## src/rtl/vec_pkg.sv

```systemverilog
// vec_pkg: shared vector-unit op codes, controller states and default widths
package vec_pkg;
  localparam int VEC_ADDR_W = 8;
  localparam int VEC_LEN_W = 8;
  typedef enum logic [1:0] {
    VEC_UNIT_OP_ADD,
    VEC_UNIT_OP_SUB,
    VEC_UNIT_OP_MUL,
    VEC_UNIT_OP_MAX
  } VecUnitOp_t;
  typedef enum logic [1:0] {
    VEC_CTRL_IDLE,
    VEC_CTRL_RUN,
    VEC_CTRL_DRAIN,
    VEC_CTRL_DONE
  } VecCtrlState_t;
endpackage

```

## src/rtl/vec_ctrl.sv

```systemverilog
// vec_ctrl: sequences chunked read/write for the vector unit; define VEC_CTRL_RANGE_CHECK_EN to reject commands that run past the address space
module vec_ctrl
  import vec_pkg::*;
#(
  parameter int ADDR_W = VEC_ADDR_W,
  parameter int LEN_W = VEC_LEN_W
) (
  input  logic              clock,
  input  logic              reset_n,
  input  logic              cmd_valid,
  output logic              cmd_ready,
  input  VecUnitOp_t        cmd_op,
  input  logic [ADDR_W-1:0] cmd_src1,
  input  logic [ADDR_W-1:0] cmd_src2,
  input  logic [ADDR_W-1:0] cmd_dst,
  input  logic [LEN_W-1:0]  cmd_len,
  output logic              rd_en,
  output logic [ADDR_W-1:0] rd_addr1,
  output logic [ADDR_W-1:0] rd_addr2,
  output VecUnitOp_t        unit_op,
  output logic              wr_en,
  input  logic              wr_ready,
  output logic [ADDR_W-1:0] wr_addr,
  output logic              busy,
  output logic              done,
  output logic              err
);
  VecCtrlState_t state, state_nx;
  VecUnitOp_t op_q;
  logic [ADDR_W-1:0] src1_q, src2_q, dst_q;
  logic [LEN_W-1:0] len_q, rd_idx, wr_idx;
  logic wr_en_q, accept, stall, bad;
  // ready is forced low while reset is held so nothing is accepted mid-reset
  assign cmd_ready = reset_n && state == VEC_CTRL_IDLE;
  assign accept = cmd_valid && cmd_ready;
  assign stall = wr_en_q && !wr_ready;
  assign busy = state != VEC_CTRL_IDLE;
  assign done = state == VEC_CTRL_DONE;
  assign wr_en = wr_en_q;
  assign unit_op = op_q;
  assign rd_addr1 = src1_q + ADDR_W'(rd_idx);
  assign rd_addr2 = src2_q + ADDR_W'(rd_idx);
  assign wr_addr = dst_q + ADDR_W'(wr_idx);
`ifdef VEC_CTRL_RANGE_CHECK_EN
  localparam logic [32:0] SPAN = 33'(1) << ADDR_W;
  logic err_q;
  assign bad = 33'(cmd_src1) + 33'(cmd_len) > SPAN || 33'(cmd_src2) + 33'(cmd_len) > SPAN ||
               33'(cmd_dst) + 33'(cmd_len) > SPAN;
  assign err = done && err_q;
  // remember whether the accepted command was rejected so err pairs with done
  always_ff @(posedge clock or negedge reset_n)
    if (!reset_n) err_q <= 1'b0;
    else if (accept) err_q <= bad;
`else
  assign bad = 1'b0;
  assign err = 1'b0;
`endif
  // state register
  always_ff @(posedge clock or negedge reset_n)
    if (!reset_n) state <= VEC_CTRL_IDLE;
    else state <= state_nx;
  // next state and read strobe; reads pause whenever the pending write is stalled
  always_comb begin
    state_nx = state;
    rd_en = 1'b0;
    case (state)
      VEC_CTRL_IDLE:
        state_nx = accept ? (cmd_len == '0 || bad ? VEC_CTRL_DONE : VEC_CTRL_RUN) : VEC_CTRL_IDLE;
      VEC_CTRL_RUN: begin
        rd_en = !stall;
        state_nx = rd_en && rd_idx == len_q - LEN_W'(1) ? VEC_CTRL_DRAIN : VEC_CTRL_RUN;
      end
      VEC_CTRL_DRAIN: state_nx = wr_ready ? VEC_CTRL_DONE : VEC_CTRL_DRAIN;
      default: state_nx = VEC_CTRL_IDLE;
    endcase
  end
  // command latch and read-to-write pipeline stage
  always_ff @(posedge clock or negedge reset_n)
    if (!reset_n) begin
      op_q <= VEC_UNIT_OP_ADD;
      src1_q <= '0;
      src2_q <= '0;
      dst_q <= '0;
      len_q <= '0;
      rd_idx <= '0;
      wr_idx <= '0;
      wr_en_q <= 1'b0;
    end else begin
      if (accept) begin
        op_q <= cmd_op;
        src1_q <= cmd_src1;
        src2_q <= cmd_src2;
        dst_q <= cmd_dst;
        len_q <= cmd_len;
        rd_idx <= '0;
      end
      if (rd_en) begin
        rd_idx <= rd_idx + LEN_W'(1);
        wr_idx <= rd_idx;
        wr_en_q <= 1'b1;
      end else if (wr_en_q && wr_ready) wr_en_q <= 1'b0;
    end
endmodule

```

## config.mk

```make
export PLATFORM = sky130hd
export DESIGN_NAME = vec_ctrl
export DESIGN_NICKNAME = d
export VERILOG_FILES = /design/src/rtl/vec_pkg.sv /design/src/rtl/vec_ctrl.sv
export SDC_FILE = /design/constraint.sdc
export NUM_CORES = 1
export LEC_CHECK = 0
export ABC_AREA = 1
export CORE_ASPECT_RATIO = 1.1
export CORE_UTILIZATION = 47
export CTS_CLUSTER_DIAMETER = 40
export CTS_CLUSTER_SIZE = 16
export DETAILED_ROUTE_END_ITERATION = 10
export GPL_TIMING_DRIVEN = 0
export MAX_ROUTING_LAYER = met4
export PLACE_DENSITY = 0.77
export SLEW_MARGIN = 20
export SYNTH_ARGS = -nofsm -noshare
export SYNTH_HDL_FRONTEND = slang
export SYNTH_SLANG_ARGS = --single-unit
```

## constraint.sdc

```tcl
create_clock -name clock -period 1.76 [get_ports clock]
set_clock_uncertainty 0.1 [all_clocks]
set_input_delay 0.176 -clock clock [delete_from_list [all_inputs] [get_ports clock]]
set_output_delay 0.176 -clock clock [all_outputs]
set_load 0.005 [all_outputs]
```

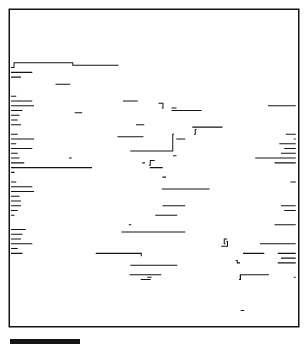
**Above:** run 1 (M3 wires).
Scale bar: 20 um.
The wires run mostly horizontal. The layer carries 401 um of wire. 72 nets have wire on it. The longest straight run is 22.8 um. The layer holds 4.3% of the routed length.
drt total wl: 9260 um
via count: 3021

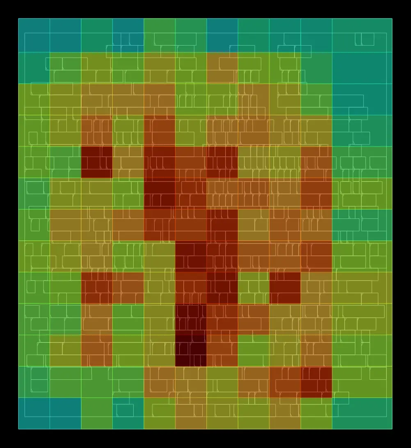
**Above:** run 1 (track usage over the die).
GRT Util Overall: 25.6%
met3 usage: 4.06%

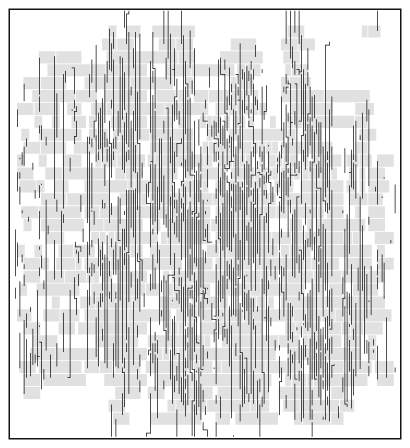
**Above:** run 1 (metal 2).
Cells faint in the background.
The layer carries 4840 um of wire. 478 nets have wire on it. The layer holds 52% of the routed length.

[run 1: what timing repair did]
item,4_1_cts,5_1_grt
endpoints found under the hold margin,53,53
endpoints found under the setup margin,27,27
gates resized,145,42
setup buffers,28,16
pin swaps,42,28
[run 1: through the flow]
stage / util, % / setup slack [ns] / TNS, ns / instance area, um2
global route: 73.3 / -0.622 / -8.41 / 4920
finish: 73.3 / -0.513 / -6.78 / 4920
detailed placement: 61.5 / -0.763 / -17.47 / 4130
floorplan: - / -0.0497 / -0.0986 / 3350
CTS: 69.4 / -0.580 / -6.53 / 4650
global placement: 61.6 / -2.03 / -163.76 / 4130
[run 1: cell type report]
class                      count  area, um2
buffer                         8       76.3
clock buffer                   7       86.3
clock inverter                 1       30.0
fill                         466       1790
inverter                      40        156
multi-input combinational    260       2170
sequential                    53       1330
tap                           82        103
timing repair buffer         112        958
[run 1: registers in the layout, summed over array words and instances, names as in the netlist, 2 cells and up]
name and cells:
dst_q 8, len_q 8, rd_idx 8, src1_q 8, src2_q 8, wr_idx 8
state 2, unit_op 2
[run 1: power by group]
group          total, mW  switching, mW  internal, mW
registers           2.34          0.567          1.78
clock network      0.882          0.417         0.465
logic               7.02           3.25          3.77
total               10.2           4.23          6.01
[run 1: worst min path at each step]
stage                     cells past startpoint  slack [ns]   endpoint
after floorplan                               0       -0.22   dst_q[0]
after global placement                        2        0.38  wr_idx[2]
after detailed placement                      1        0.17   dst_q[4]
after CTS                                     1       -0.27   dst_q[4]
after global routing                          1       -0.26   dst_q[0]
final                                         1       -0.31   dst_q[4]
[run 1: cell usage in the layout, fill, tap and decap left out, types with 3 or more instances in the layout]
| cell type | count |
|---|---|
| mux2_4 | 20 |
| dfrtp_1 | 48 |
| nand2_2 | 9 |
| o22ai_1 | 3 |
| mux2_2 | 5 |
| a21oi_2 | 5 |
| ha_4 | 16 |
| fa_2 | 3 |
| clkbuf_8 | 6 |
| inv_2 | 13 |
| o21ai_0 | 12 |
| nand4_1 | 5 |
| dlygate4sd2_1 | 4 |
| nand3_1 | 18 |
| a21oi_1 | 16 |
| a21oi_4 | 4 |
| o21ai_2 | 4 |
| buf_4 | 35 |
| ha_1 | 6 |
| buf_6 | 16 |
| nand2_1 | 49 |
| inv_1 | 25 |
| xnor2_1 | 4 |
| xnor2_2 | 3 |
| clkdlybuf4s50_1 | 40 |
| o211ai_1 | 3 |
| buf_2 | 19 |
| nor2_2 | 5 |
| nor2_1 | 31 |
| xor2_1 | 19 |
| dfrtp_2 | 5 |
| nand3_2 | 5 |
[run 1: kinds of logic after synthesis]
logic type,count (synthesis)
AOI/OAI and AO/OA,54
xor gates and xnor gates,27
adders and majority gates,26
buffers and inverters,48
DFF,53
muxes,25
other,1
and+or+nand+nor,127
[run 1: routing by layer]
metal / GRT usage (%) / up-vias / part of all wire (%)
met2: 43.3 / 104 / 52
met1: 31.2 / 1462 / 42
met3: 4.06 / 20 / 4.3
li1: - / 1435 / -
met5: - / - / 0
met4: 6.43 / 0 / 1.9
==> results.sh <==
# yosys + openroad results
export IMPL_status="finished, violations left"
export IMPL_violations="hold timing, setup timing"
export IMPL_synth_area_per_cell_um2=9.21
export IMPL_cp_depth=9
export IMPL_logic_family="simple AND/OR/NAND/NOR gates"
export IMPL_synth_async_reset_ratio_pct=100
export IMPL_synth_flops=53
export IMPL_setup_worst_path_class="flop to output pin"
export IMPL_arrival_ns=2.00
export IMPL_antenna_left=0
export IMPL_total_power_mw=10.2
export IMPL_cap_violations=0
export IMPL_nNetsFinal=544
export IMPL_die_h_um=90.2
export IMPL_drt_first_pass_iters=4
export IMPL_fp_nets=425
export IMPL_finalClockPeriodUsage_pct=129
export IMPL_hold_viol=53
export IMPL_clkLatencyLatePin_ns=0.31
export IMPL_relSlewSlack_pct=65.9
export IMPL_whs_ns=-0.306
export IMPL_cp_start_kind="flop"
export IMPL_yosys_area_share_aoi_pct=8.99
export IMPL_ys_sh_adder_pct=10.5
export IMPL_setup_viol_count_final=22
export IMPL_cpMostUsedCell="nor2_1"
export IMPL_grt_first_pass_wirelength_um=14000
export IMPL_synthSimpleGateAreaFrac_pct=16.2
export IMPL_top_area_cell="dfrtp_1"
export IMPL_chip_area_mm2=0.00742
export IMPL_setup_slack_ns=-0.513
export IMPL_grt_overflow_total=0
export IMPL_critPathBufInv=2
export IMPL_cp_end_kind="output pin"
export IMPL_drc=0
export IMPL_clk_pin_slew_ns=0.10
export IMPL_rsz0062_at_grt="yes"
export IMPL_fmax_ghz=0.440
export IMPL_path_cells="ha_4, inv_2, fa_2, o21ai_2, a21oi_1, nor2_1, nor2_1, xnor2_1, buf_2"
export IMPL_ys_cells=361
export IMPL_synth_chip_area_mm2=0.00333
export IMPL_synth_xor_area_share_pct=7.11
export IMPL_startpoint="rd_idx[0]"
export IMPL_hpwl_um=5600
export IMPL_row_count=31
export IMPL_grt_max_degree=55
export IMPL_detail_route_wl_per_cell_um=16.4
export IMPL_antenna_found_initial=0
export IMPL_cts_buffers=5
export IMPL_crit_family="adder cells"
export IMPL_yosysWarningCount=0
export IMPL_antennaDiodeCount=0
export IMPL_ir_worst_vdd_uv=1570
export IMPL_boundaryPins=70
export IMPL_synth_area_top_cells="dfrtp_1 40%, mux2_4 9.0%, ha_1 8.7%"
export IMPL_final_cells=563
export IMPL_cts_tree="yes"
Power and IR drop assume default switching activity.
